Clock network drawn from the DEF:
Scale bar: 50 µm.
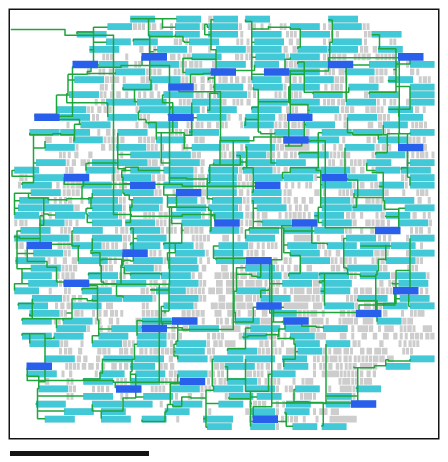
Metal layers overlaid:
Scale bar: 50 µm.
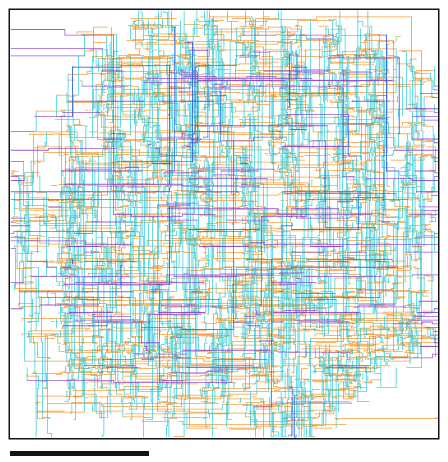
Pin placement:
Pins as bars across the die edge, other pins in grey.
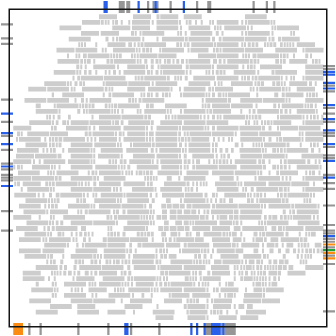
[config.mk]
export PLATFORM = sky130hd
export DESIGN_NAME = apb_fifo_slave_flat
export DESIGN_NICKNAME = d
export VERILOG_FILES = /design/src/rtl/apb_fifo_slave_if.sv /design/src/rtl/apb_fifo_slave.sv /design/src/flat_wrapper.sv
export SDC_FILE = /design/constraint.sdc
export NUM_CORES = 1
export LEC_CHECK = 0
export ABC_AREA = 1
export CAP_MARGIN = 20
export CORE_UTILIZATION = 63
export DETAILED_ROUTE_END_ITERATION = 8
export DONT_BUFFER_PORTS = 1
export PLACE_DENSITY_LB_ADDON = 0.3
export SLEW_MARGIN = 20
export SYNTH_ARGS = -nofsm -noshare
export SYNTH_HDL_FRONTEND = slang
export SYNTH_SLANG_ARGS = --single-unit
[constraint.sdc]
create_clock -name PClk -period 4.92 [get_ports PClk]
set_clock_uncertainty 0.05 [all_clocks]
set_input_delay 0.738 -clock PClk [delete_from_list [all_inputs] [get_ports PClk]]
set_output_delay 0.738 -clock PClk [all_outputs]
set_load 0.03 [all_outputs]
[src/rtl/apb_fifo_slave_if.sv]
// APB bus and output stream bundle for apb_fifo_slave.
// The slave modport is the FIFO side; the master modport drives the bus and sinks the stream.
interface apb_fifo_slave_if #(
    parameter int unsigned ADDR_WIDTH = 8,
    parameter int unsigned DATA_WIDTH = 32
);
    logic [ADDR_WIDTH-1:0] PAddr;
    logic                  PSel;
    logic                  PEnable;
    logic                  PWrite;
    logic [DATA_WIDTH-1:0] PWData;
    logic [DATA_WIDTH-1:0] PRData;
    logic                  out_valid;
    logic [DATA_WIDTH-1:0] out_data;
    logic                  out_ready;

    modport master (
        output PAddr, PSel, PEnable, PWrite, PWData, out_ready,
        input  PRData, out_valid, out_data
    );

    modport slave (
        input  PAddr, PSel, PEnable, PWrite, PWData, out_ready,
        output PRData, out_valid, out_data
    );
endinterface

[src/rtl/apb_fifo_slave.sv]
// Zero-wait-state APB slave feeding a FIFO that drains through a valid/ready stream.
// Optional macro APB_FIFO_IRQ_EN adds the THRESH register at 0x10 and the irq output.
module apb_fifo_slave #(
    parameter int unsigned ADDR_WIDTH = 8,
    parameter int unsigned DATA_WIDTH = 32,
    parameter int unsigned DEPTH      = 8
) (
    input  logic PClk,
    input  logic Rst,
`ifdef APB_FIFO_IRQ_EN
    output logic irq,
`endif
    apb_fifo_slave_if.slave bus
);

    localparam int unsigned PtrW = (DEPTH > 1) ? $clog2(DEPTH) : 1;
    localparam int unsigned CntW = $clog2(DEPTH + 1);

    localparam logic [2:0] RegData   = 3'd0;
    localparam logic [2:0] RegStatus = 3'd1;
    localparam logic [2:0] RegCtrl   = 3'd2;
    localparam logic [2:0] RegErr    = 3'd3;
`ifdef APB_FIFO_IRQ_EN
    localparam logic [2:0] RegThresh = 3'd4;
    localparam logic [2:0] LastReg   = 3'd4;
`else
    localparam logic [2:0] LastReg   = 3'd3;
`endif

    logic [DATA_WIDTH-1:0] mem_q [DEPTH];
    logic [PtrW-1:0]       wptr_q, wptr_d, rptr_q, rptr_d;
    logic [CntW-1:0]       count_q, count_d;
    logic [1:0]            err_q, err_d;
    logic [DATA_WIDTH-1:0] prdata_q, prdata_d;
    logic [DATA_WIDTH-1:0] out_data_q, out_data_d;
    logic                  out_valid_q, out_valid_d;

    logic [2:0] reg_sel;
    logic       setup, access, wr_acc, rd_setup;
    logic       full, empty;
    logic       push, pop, flush, overflow, push_ok, bad_addr;

    assign reg_sel  = bus.PAddr[4:2];
    assign setup    = bus.PSel & ~bus.PEnable;
    assign access   = bus.PSel & bus.PEnable;
    assign wr_acc   = access & bus.PWrite;
    assign rd_setup = setup & ~bus.PWrite;

    assign full     = (count_q == CntW'(DEPTH));
    assign empty    = (count_q == '0);
    assign push     = wr_acc && (reg_sel == RegData);
    assign pop      = out_valid_q & bus.out_ready;
    assign flush    = wr_acc && (reg_sel == RegCtrl) && bus.PWData[0];
    // A pop on the same edge frees the slot, so a push into a full FIFO is still accepted.
    assign overflow = push && full && !pop;
    assign push_ok  = push && !overflow;
    assign bad_addr = access && (reg_sel > LastReg);

    logic unused_paddr;
    assign unused_paddr = ^{bus.PAddr[ADDR_WIDTH-1:5], bus.PAddr[1:0]};

`ifdef APB_FIFO_IRQ_EN
    logic [7:0] thresh_q, thresh_d;
    logic       irq_q, irq_d;

    always_comb begin
        thresh_d = thresh_q;
        if (wr_acc && (reg_sel == RegThresh)) begin
            thresh_d = bus.PWData[7:0];
        end
        irq_d = (thresh_d != 8'd0) && (32'(count_d) >= 32'(thresh_d));
    end

    always_ff @(posedge PClk or negedge Rst) begin
        if (!Rst) begin
            thresh_q <= 8'd0;
            irq_q    <= 1'b0;
        end else begin
            thresh_q <= thresh_d;
            irq_q    <= irq_d;
        end
    end

    assign irq = irq_q;
`endif

    // Pointer, count and head-register next state.
    always_comb begin
        wptr_d  = wptr_q;
        rptr_d  = rptr_q;
        count_d = count_q;
        if (flush) begin
            wptr_d  = '0;
            rptr_d  = '0;
            count_d = '0;
        end else begin
            if (push_ok) begin
                wptr_d = wptr_q + PtrW'(1);
            end
            if (pop) begin
                rptr_d = rptr_q + PtrW'(1);
            end
            if (push_ok && !pop) begin
                count_d = count_q + CntW'(1);
            end else if (!push_ok && pop) begin
                count_d = count_q - CntW'(1);
            end
        end
        out_valid_d = (count_d != '0);
        // The new head may be the word being written on this very edge.
        if (push_ok && (wptr_q == rptr_d)) begin
            out_data_d = bus.PWData;
        end else begin
            out_data_d = mem_q[rptr_d];
        end
    end

    // Sticky errors: set events override a same-cycle W1C.
    always_comb begin
        err_d = err_q;
        if (wr_acc && (reg_sel == RegErr)) begin
            err_d = err_q & ~bus.PWData[1:0];
        end
        err_d = err_d | {bad_addr, overflow};
    end

    // Read data is captured from pre-edge state at the end of the setup phase.
    always_comb begin
        prdata_d = prdata_q;
        if (rd_setup) begin
            prdata_d = '0;
            case (reg_sel)
                RegData: begin
                    if (out_valid_q) begin
                        prdata_d = out_data_q;
                    end
                end
                RegStatus: begin
                    prdata_d[15:8] = 8'(count_q);
                    prdata_d[1]    = full;
                    prdata_d[0]    = empty;
                end
                RegErr: begin
                    prdata_d[1:0] = err_q;
                end
`ifdef APB_FIFO_IRQ_EN
                RegThresh: begin
                    prdata_d[7:0] = thresh_q;
                end
`endif
                default: begin
                    prdata_d = '0;
                end
            endcase
        end
    end

    always_ff @(posedge PClk) begin
        if (push_ok) begin
            mem_q[wptr_q] <= bus.PWData;
        end
    end

    always_ff @(posedge PClk or negedge Rst) begin
        if (!Rst) begin
            wptr_q      <= '0;
            rptr_q      <= '0;
            count_q     <= '0;
            err_q       <= 2'b00;
            prdata_q    <= '0;
            out_data_q  <= '0;
            out_valid_q <= 1'b0;
        end else begin
            wptr_q      <= wptr_d;
            rptr_q      <= rptr_d;
            count_q     <= count_d;
            err_q       <= err_d;
            prdata_q    <= prdata_d;
            out_data_q  <= out_data_d;
            out_valid_q <= out_valid_d;
        end
    end

    assign bus.PRData    = prdata_q;
    assign bus.out_valid = out_valid_q;
    assign bus.out_data  = out_data_q;

endmodule

[src/flat_wrapper.sv]
// flat-port wrapper written by rule: the top's interface ports become plain ports
module apb_fifo_slave_flat 
#(
    parameter int unsigned ADDR_WIDTH = 8,
    parameter int unsigned DATA_WIDTH = 32,
    parameter int unsigned DEPTH      = 8
)
  (PClk, Rst, bus_PAddr, bus_PSel, bus_PEnable, bus_PWrite, bus_PWData, bus_out_ready, bus_PRData, bus_out_valid, bus_out_data);
  apb_fifo_slave_if #(.ADDR_WIDTH(ADDR_WIDTH), .DATA_WIDTH(DATA_WIDTH)) bus_i ();
  input  logic PClk;
  input  logic Rst;
  input wire logic [$bits(bus_i.PAddr)-1:0] bus_PAddr;
  input wire logic [$bits(bus_i.PSel)-1:0] bus_PSel;
  input wire logic [$bits(bus_i.PEnable)-1:0] bus_PEnable;
  input wire logic [$bits(bus_i.PWrite)-1:0] bus_PWrite;
  input wire logic [$bits(bus_i.PWData)-1:0] bus_PWData;
  input wire logic [$bits(bus_i.out_ready)-1:0] bus_out_ready;
  output wire logic [$bits(bus_i.PRData)-1:0] bus_PRData;
  output wire logic [$bits(bus_i.out_valid)-1:0] bus_out_valid;
  output wire logic [$bits(bus_i.out_data)-1:0] bus_out_data;
  assign bus_i.PAddr = bus_PAddr;
  assign bus_i.PSel = bus_PSel;
  assign bus_i.PEnable = bus_PEnable;
  assign bus_i.PWrite = bus_PWrite;
  assign bus_i.PWData = bus_PWData;
  assign bus_i.out_ready = bus_out_ready;
  assign bus_PRData = bus_i.PRData;
  assign bus_out_valid = bus_i.out_valid;
  assign bus_out_data = bus_i.out_data;
  apb_fifo_slave #(.ADDR_WIDTH(ADDR_WIDTH), .DATA_WIDTH(DATA_WIDTH), .DEPTH(DEPTH)) u_core (.PClk(PClk), .Rst(Rst), .bus(bus_i));
endmodule
==> impl_metrics.csv <==
group,metric,value,unit
floorplan,fp.dieH,154,µm
place,dp_slack,1.54,ns
cells_and_area,lay_top_cells,"nand2_1 (291), edfxtp_1 (256), inv_1 (243), nand3_1 (243), nor2_1 (139)",
worst_setup_path,cp.required,5.24,ns
clock_tree,root_buffer,"clkbuf_16",
floorplan,die-area,23800,µm²
pwr,power.density,515,nW/µm²
floorplan,rows,55,
sta,hold_viol_final,0,
pwr,ir_drop,0.000330,V
pwr,seq_power_share,46.4,%
sta,worst_slack,1.47,ns
cells_and_area,comb-cell-share,22.9,%
clock_tree,cts_buffers,35,
route,drtIter0Drc,902,
global_routing,grt_pass1_vias,9878,
worst_setup_path,path_class,"reg2reg",
worst_setup_path,path_max_fanout,41,
synth,synthesis.nets,1490,
route,drt_pass1_iterations,5,
floorplan,n_tap_cell,285,
cells_and_area,regMostFlops,"u_core.mem_q",
clock_tree,cts_tree,"done",
global_routing,grt_max_degree,130,
pwr,power,8.16,mW
cells_and_area,fin_nets,1483,
clock_tree,cts_hold_buf,1,
global_routing,grt_overflow,0,
pwr,pg_seq,3.78,mW
sta,whs,0.0868,ns
run_status,status,"finished, final reports clean",
sta,final-setup-viol-count,0,
cells_and_area,layout.nonclk_buf_share,1.66,%
cells_and_area,largest_reg_flops,256,
pwr,power.group.top,"sequential cells",
place,placed_area,14800,µm²
place,gp_congestion,0.820,
cells_and_area,final_area,15800,µm²
cells_and_area,combGateArea,3630,µm²
job,warnings,35,
sta,rsz0062_at_grt,"no",
cells_and_area,inv_count,248,
synth,ys_seq_share,65.8,%
cells_and_area,ff_count,333,
route,via_per_inst,5.80,
synth,ys_cells,1439,
cells_and_area,nNonClkBuffers,29,
cells_and_area,flop_area,9610,µm²
pwr,p_leak,6.98,nW
synth,synth-seq-cells,333,
pwr,p_comb,1.97,mW
cells_and_area,areaGrowthSynthToFinish,8.39,%
worst_setup_path,cp_common_cell,"nand2_1",
sta,fin_tns_setup,0,ns
floorplan,ioPinCount,111,
synth,synth_cell_types,33,
floorplan,core_area,22700,µm²
cells_and_area,seq_share,60.7,%
cells_and_area,layout-drive-gt1-share,6.86,%
sta,min_period_over_period,70.2,%
worst_setup_path,path_cells,"nand2_4, nand2_1, nand2_2, nand2_4, nand2_1, nand2_1, buf_4, nand3_4, nand3_1, nand2_1",
cells_and_area,layout.cells.most_common,"nand2_1",
sta,tightest_slew,1.04,ns
floorplan,chipWidth,154,µm
clock_tree,htreeDepth,2,
worst_hold_path,hold_path_class,"in2async",
clock_tree,cts_sinks,333,
cells_and_area,final_util,69.7,%
global_routing,antenna_found_initial,0,
pwr,p_int,5.20,mW
route,totalWireLength,34500,µm
worst_setup_path,timing.critical_path.from_type,"flip-flop",
clock_tree,clk_pin_slew,0.06,ns
worst_setup_path,end_kind,"flip-flop",
Back to the opening pictures, 'clock network drawn from the DEF':
legend:
  cyan:
    item: flip-flops
    count: 333
  blue:
    item: clock-net drivers
    count: 35
  green:
    item: clock wires
    length: 3680 µm
flops lie: widely spread
routed clock nets: 36
Clk pwr share: 29.5%
clk latency late pin: 0.51 ns

Back to the opening pictures, 'metal layers overlaid':
legend:
  orange:
    layer: M1
    wire_length: 13300 µm
  cyan:
    layer: M2
    wire_length: 16700 µm
  blue:
    layer: M4
    wire_length: 836 µm
  purple:
    layer: M3
    wire_length: 3680 µm
Total GRT Usage: 29.8%
routed via count: 10100
wire length per cell: 19.8 µm

Back to the opening pictures, 'pin placement':
legend:
  blue:
    port: `bus_out_data`
    pins: 32
    direction: output
    edge: 11 right, 11 bottom, 5 left, 5 top
  orange:
    port: `bus_PAddr`
    pins: 8
    direction: input
    edge: 5 bottom, 3 right
  green:
    port: `bus_PEnable`
    pins: 1
    direction: input
    edge: right
all pins by edge: 40 right, 32 bottom, 20 top, 19 left

-- logic make-up (layout without fill, tap and decap cells) --
| kind of cell | Yosys count | count (layout) | synth area share [%] |
|---|---|---|---|
| fa+ha+maj | 5 | 5 | 0.428 |
| simple gates | 733 | 733 | 22.1 |
| flops | 333 | 333 | 65.8 |
| compound gates | 43 | 43 | 1.76 |
| xor+xnor | 4 | 4 | 0.240 |
| buf+inv | 321 | 339 | 9.70 |
-- metal layers --
metal	wire length, µm	up-vias	GRT usage [%]	part of all wire [%]
met5	0	-	0	0
met1	13300	4822	40.2	39
met3	3680	73	5.80	11
met4	835	0	9.67	2.4
li1	-	4682	-	-
met2	16700	521	49.1	48
-- synthesized netlist by cell type, drive strengths merged --
cell    number  share of area (%)
a21o         2               0.10
a21oi        2              0.069
a31oi        2              0.086
a32o         2               0.14
buf         63                3.1
clkbuf      10               0.26
clkinv       2              0.060
dfrtp       77                 13
edfxtp     256                 53
ha           5               0.43
inv        246                6.3
nand2      299                7.8
nand3      245                8.5
nand4       37                1.6
nor2       142                3.8
nor3        10               0.34
o21a         1              0.051
o21ai       29               0.99
o21bai       1              0.077
o221ai       4               0.24
xnor2        2               0.12
xor2         2               0.12
-- worst paths after layout --
check	slack [ns]	cells after the start	endpoint	from
worst min-delay path	0.09	1	u_core.bus.PRData[10]	Rst
worst min register to register	0.45	1	u_core.err_q[0]	u_core.err_q[0]
min in group PClk	0.26	0	u_core.mem_q[6][10]	bus_PWData[10]
worst max register to register	1.47	10	u_core.bus.out_data[21]	u_core.bus.out_valid
max in group asynchronous	4.41	1	u_core.bus.PRData[20]	Rst
worst max-delay path	1.47	10	u_core.bus.out_data[21]	u_core.bus.out_valid
Power figures rest on the tool's default switching activity, not on a simulated workload.
